==> config.mk <==
export PLATFORM = sky130hd
export DESIGN_NAME = morse_tx
export DESIGN_NICKNAME = d
export VERILOG_FILES = /design/src/rtl/morse_pkg.sv /design/src/rtl/morse_unit_timer.sv /design/src/rtl/morse_tx.sv
export SDC_FILE = /design/constraint.sdc
export NUM_CORES = 1
export LEC_CHECK = 0
export CAP_MARGIN = 0
export CELL_PAD_IN_SITES_DETAIL_PLACEMENT = 1
export CELL_PAD_IN_SITES_GLOBAL_PLACEMENT = 1
export CORE_MARGIN = 4
export CORE_UTILIZATION = 40
export CTS_CLUSTER_DIAMETER = 150
export DETAILED_ROUTE_END_ITERATION = 10
export DONT_BUFFER_PORTS = 1
export HOLD_SLACK_MARGIN = 0.02
export PLACE_DENSITY = 0.78
export SLEW_MARGIN = 20
export SYNTH_ARGS = -nofsm -noshare
export SYNTH_HDL_FRONTEND = slang
export SYNTH_SLANG_ARGS = --single-unit
==> constraint.sdc <==
create_clock -name clk -period 2.2 [get_ports clk]
set_input_delay 0.55 -clock clk [delete_from_list [all_inputs] [get_ports clk]]
set_output_delay 0.55 -clock clk [all_outputs]
set_load 0.02 [all_outputs]
==> src/rtl/morse_pkg.sv <==
// Shared Morse definitions: state encoding, unit constants and element limit.
// The WGAP state is present only when MORSE_TX_WORDGAP_EN is defined.
package morse_pkg;

   typedef enum logic [2:0] {
      IDLE  = 3'd0,
      MARK  = 3'd1,
      SPACE = 3'd2,
`ifdef MORSE_TX_WORDGAP_EN
      CGAP  = 3'd3,
      WGAP  = 3'd4
`else
      CGAP  = 3'd3
`endif
   } morse_state_e;

   localparam int unsigned DOT_U     = 1;
   localparam int unsigned DASH_U    = 3;
   localparam int unsigned CGAP_U    = 3;
   localparam int unsigned WGAP_U    = 4;
   localparam int unsigned MAX_ELEMS = 5;

   // Lengths 6 and 7 are treated as a full five-element character.
   function automatic logic [2:0] clamp_len(input logic [2:0] len);
      return (len > 3'(MAX_ELEMS)) ? 3'(MAX_ELEMS) : len;
   endfunction

endpackage

==> src/rtl/morse_unit_timer.sv <==
// Down-counter pacing Morse elements; load takes priority and expire flags a zero count.
module morse_unit_timer #(
   parameter int unsigned WID = 32
) (
   input  logic           clk,
   input  logic           reset,
   input  logic           load,
   input  logic [WID-1:0] load_val,
   output logic           expire
);

   logic [WID-1:0] count_q, count_d;

   always_comb begin
      count_d = count_q;
      if (load) begin
         count_d = load_val;
      end else if (count_q != '0) begin
         count_d = count_q - 1'b1;
      end
   end

   // NOTE: sequential state uses non-blocking assignments so every flop samples pre-edge values.
   always_ff @(posedge clk) begin
      if (reset) begin
         count_q <= '0;
      end else begin
         count_q <= count_d;
      end
   end

   assign expire = (count_q == '0);

endmodule

==> src/rtl/morse_tx.sv <==
// Morse transmitter: keys one valid/ready character at a time with unit timing.
// Optional word-space support is enabled by defining MORSE_TX_WORDGAP_EN.
module morse_tx #(
   parameter int unsigned WID    = 32,
   parameter int unsigned UNIT   = 10,
   parameter int unsigned DASH_U = 3,
   parameter int unsigned CGAP_U = 3
) (
   input  logic       clk,
   input  logic       reset,
   input  logic       sym_valid,
   output logic       sym_ready,
   input  logic [2:0] sym_len,
   input  logic [4:0] sym_bits,
   output logic       sig_out,
   output logic       busy,
   output logic       done
);

   import morse_pkg::*;

   localparam longint unsigned MAX_U =
      (DASH_U > CGAP_U) ? ((DASH_U > WGAP_U) ? DASH_U : WGAP_U)
                        : ((CGAP_U > WGAP_U) ? CGAP_U : WGAP_U);

   if (UNIT < 1) begin : g_unit_chk
      $error("morse_tx: UNIT must be at least 1");
   end
   if (((MAX_U * longint'(UNIT)) >> WID) != 0) begin : g_width_chk
      $error("morse_tx: longest duration does not fit in WID bits");
   end

   localparam logic [WID-1:0] DOT_LOAD  = WID'(DOT_U * UNIT - 1);
   localparam logic [WID-1:0] DASH_LOAD = WID'(DASH_U * UNIT - 1);
   localparam logic [WID-1:0] CGAP_LOAD = WID'(CGAP_U * UNIT - 1);
`ifdef MORSE_TX_WORDGAP_EN
   localparam logic [WID-1:0] WGAP_LOAD = WID'(WGAP_U * UNIT - 1);
`endif

   morse_state_e   state_q, state_d;
   logic [2:0]     len_q, len_d;
   logic [4:0]     bits_q, bits_d;
   logic [2:0]     idx_q, idx_d;
   logic [2:0]     idx_inc;
   logic           sig_out_q, sig_out_d;
   logic           busy_q, busy_d;
   logic           done_q, done_d;
   logic           accept;
   logic           tmr_load;
   logic [WID-1:0] tmr_load_val;
   logic           tmr_expire;

   morse_unit_timer #(.WID(WID)) u_timer (
      .clk      (clk),
      .reset    (reset),
      .load     (tmr_load),
      .load_val (tmr_load_val),
      .expire   (tmr_expire)
   );

   assign sym_ready = (state_q == IDLE) & ~reset;
   assign accept    = sym_valid & sym_ready;
   assign idx_inc   = idx_q + 3'd1;

   // NOTE: every variable gets a default before the case so no latch is inferred.
   always_comb begin
      state_d      = state_q;
      len_d        = len_q;
      bits_d       = bits_q;
      idx_d        = idx_q;
      done_d       = 1'b0;
      tmr_load     = 1'b0;
      tmr_load_val = '0;

      case (state_q)
         IDLE: begin
            if (accept) begin
               if (sym_len == 3'd0) begin
`ifdef MORSE_TX_WORDGAP_EN
                  state_d      = WGAP;
                  tmr_load     = 1'b1;
                  tmr_load_val = WGAP_LOAD;
`else
                  done_d       = 1'b1;
`endif
               end else begin
                  len_d        = clamp_len(sym_len);
                  bits_d       = sym_bits;
                  idx_d        = 3'd0;
                  state_d      = MARK;
                  tmr_load     = 1'b1;
                  tmr_load_val = sym_bits[0] ? DASH_LOAD : DOT_LOAD;
               end
            end
         end
         MARK: begin
            if (tmr_expire) begin
               tmr_load = 1'b1;
               if (idx_inc < len_q) begin
                  state_d      = SPACE;
                  tmr_load_val = DOT_LOAD;
               end else begin
                  state_d      = CGAP;
                  tmr_load_val = CGAP_LOAD;
               end
            end
         end
         SPACE: begin
            if (tmr_expire) begin
               idx_d        = idx_inc;
               state_d      = MARK;
               tmr_load     = 1'b1;
               tmr_load_val = bits_q[idx_inc] ? DASH_LOAD : DOT_LOAD;
            end
         end
         CGAP: begin
            if (tmr_expire) begin
               state_d = IDLE;
               done_d  = 1'b1;
            end
         end
`ifdef MORSE_TX_WORDGAP_EN
         WGAP: begin
            if (tmr_expire) begin
               state_d = IDLE;
               done_d  = 1'b1;
            end
         end
`endif
         default: state_d = IDLE;
      endcase

      sig_out_d = (state_d == MARK);
      busy_d    = (state_d != IDLE);
   end

   always_ff @(posedge clk) begin
      if (reset) begin
         state_q   <= IDLE;
         len_q     <= '0;
         bits_q    <= '0;
         idx_q     <= '0;
         sig_out_q <= 1'b0;
         busy_q    <= 1'b0;
         done_q    <= 1'b0;
      end else begin
         state_q   <= state_d;
         len_q     <= len_d;
         bits_q    <= bits_d;
         idx_q     <= idx_d;
         sig_out_q <= sig_out_d;
         busy_q    <= busy_d;
         done_q    <= done_d;
      end
   end

   assign sig_out = sig_out_q;
   assign busy    = busy_q;
   assign done    = done_q;

endmodule

Fig. 1: close-up of the layout
Scale bar: 20 um. Window x 0 to 50, y 0 to 50 um. Cells in grey, sequential cells in the stronger grey; small squares are vias.
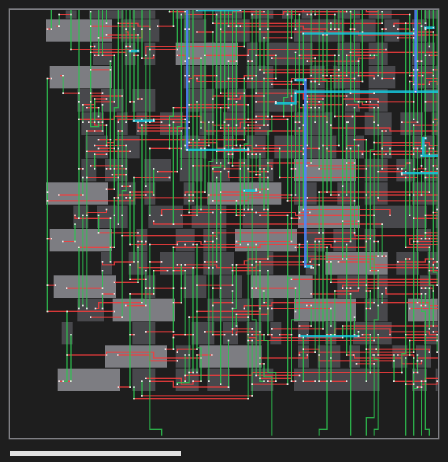
| colour | layer |
|---|---|
| green | M2 |
| blue | M4 |
| red | M1 |
| cyan | M3 |
cells with their middle in the window: 140
netlist names of flops here include: `u_timer.count_q` (10), `state_q` (3)
sequential cells in the window: 17
most frequent: buf_4 (24), dfxtp_1 (15), nor2_1 (14)

Fig. 2: signal metal coverage by tile
Scale bar: 20 um. 18 x 18 tiles, from black (low) to pale yellow (high), scaled to the fullest tile. Values are wire area over tile area, all layers added.
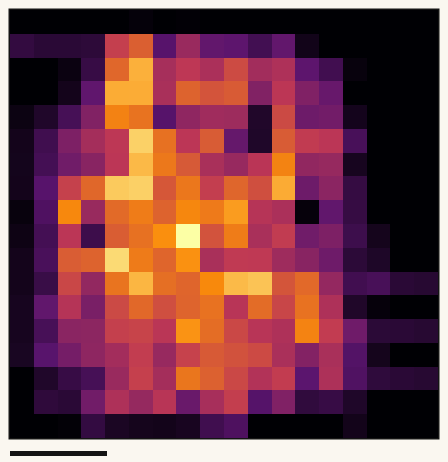
fullest tile: 0.52
densest ninth of the die: centre
mean over tiles: 0.16
tiles over half the peak: 28%
emptiest ninth of the die: north-east
total track usage: 0.2135
drt total wl: 8302 um
via count: 2579

Fig. 3: cell outlines without signal wires
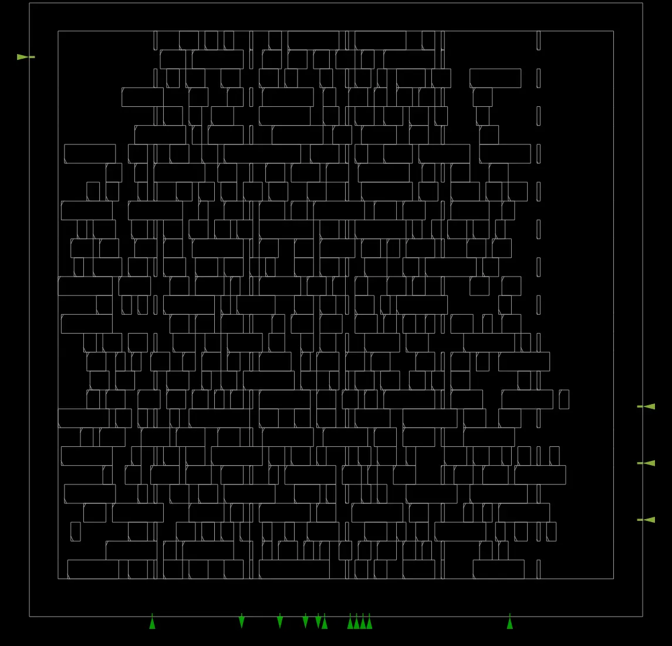
flop share of the area: 0.2992
Post-Layout Cell Count: 429
filler cell count: 755
Rows: 29
flip-flops: 49

==> results.json <==
{
  "vdd_ir_drop_max_mv": 1.280,
  "slowest_delay_ns": 0.39,
  "power.leakage_uw": 0.001252,
  "status": "finished clean",
  "most_common_cell": "dfxtp_1",
  "die-area_sq_mm": 0.007809,
  "ys_sh_mux": 0.02034,
  "core_area_sq_mm": 0.006314,
  "routed_via_density": 6.012,
  "rsz0062_at_grt": "yes",
  "largest_class": "combinational gates",
  "whs_ns": 0.3039,
  "synthTopCellsByArea": "dfxtp_1 (38%), a21oi_1 (6.8%), or4_1 (4.4%), nor2_1 (3.8%), o31ai_1 (3.5%)",
  "power_uw": 6507,
  "utilization": 0.5226,
  "synthAdderAreaFrac": 0.01937,
  "comb_area_frac": 0.4858,
  "num_io_pins": 15,
  "netSwitchingFraction": 0.4573,
  "met2_wirelength_um": 4301,
  "warnings": 28,
  "regArea_sq_um": 987.2,
  "internal_power_uw": 3531,
  "comb_cells": 229
}
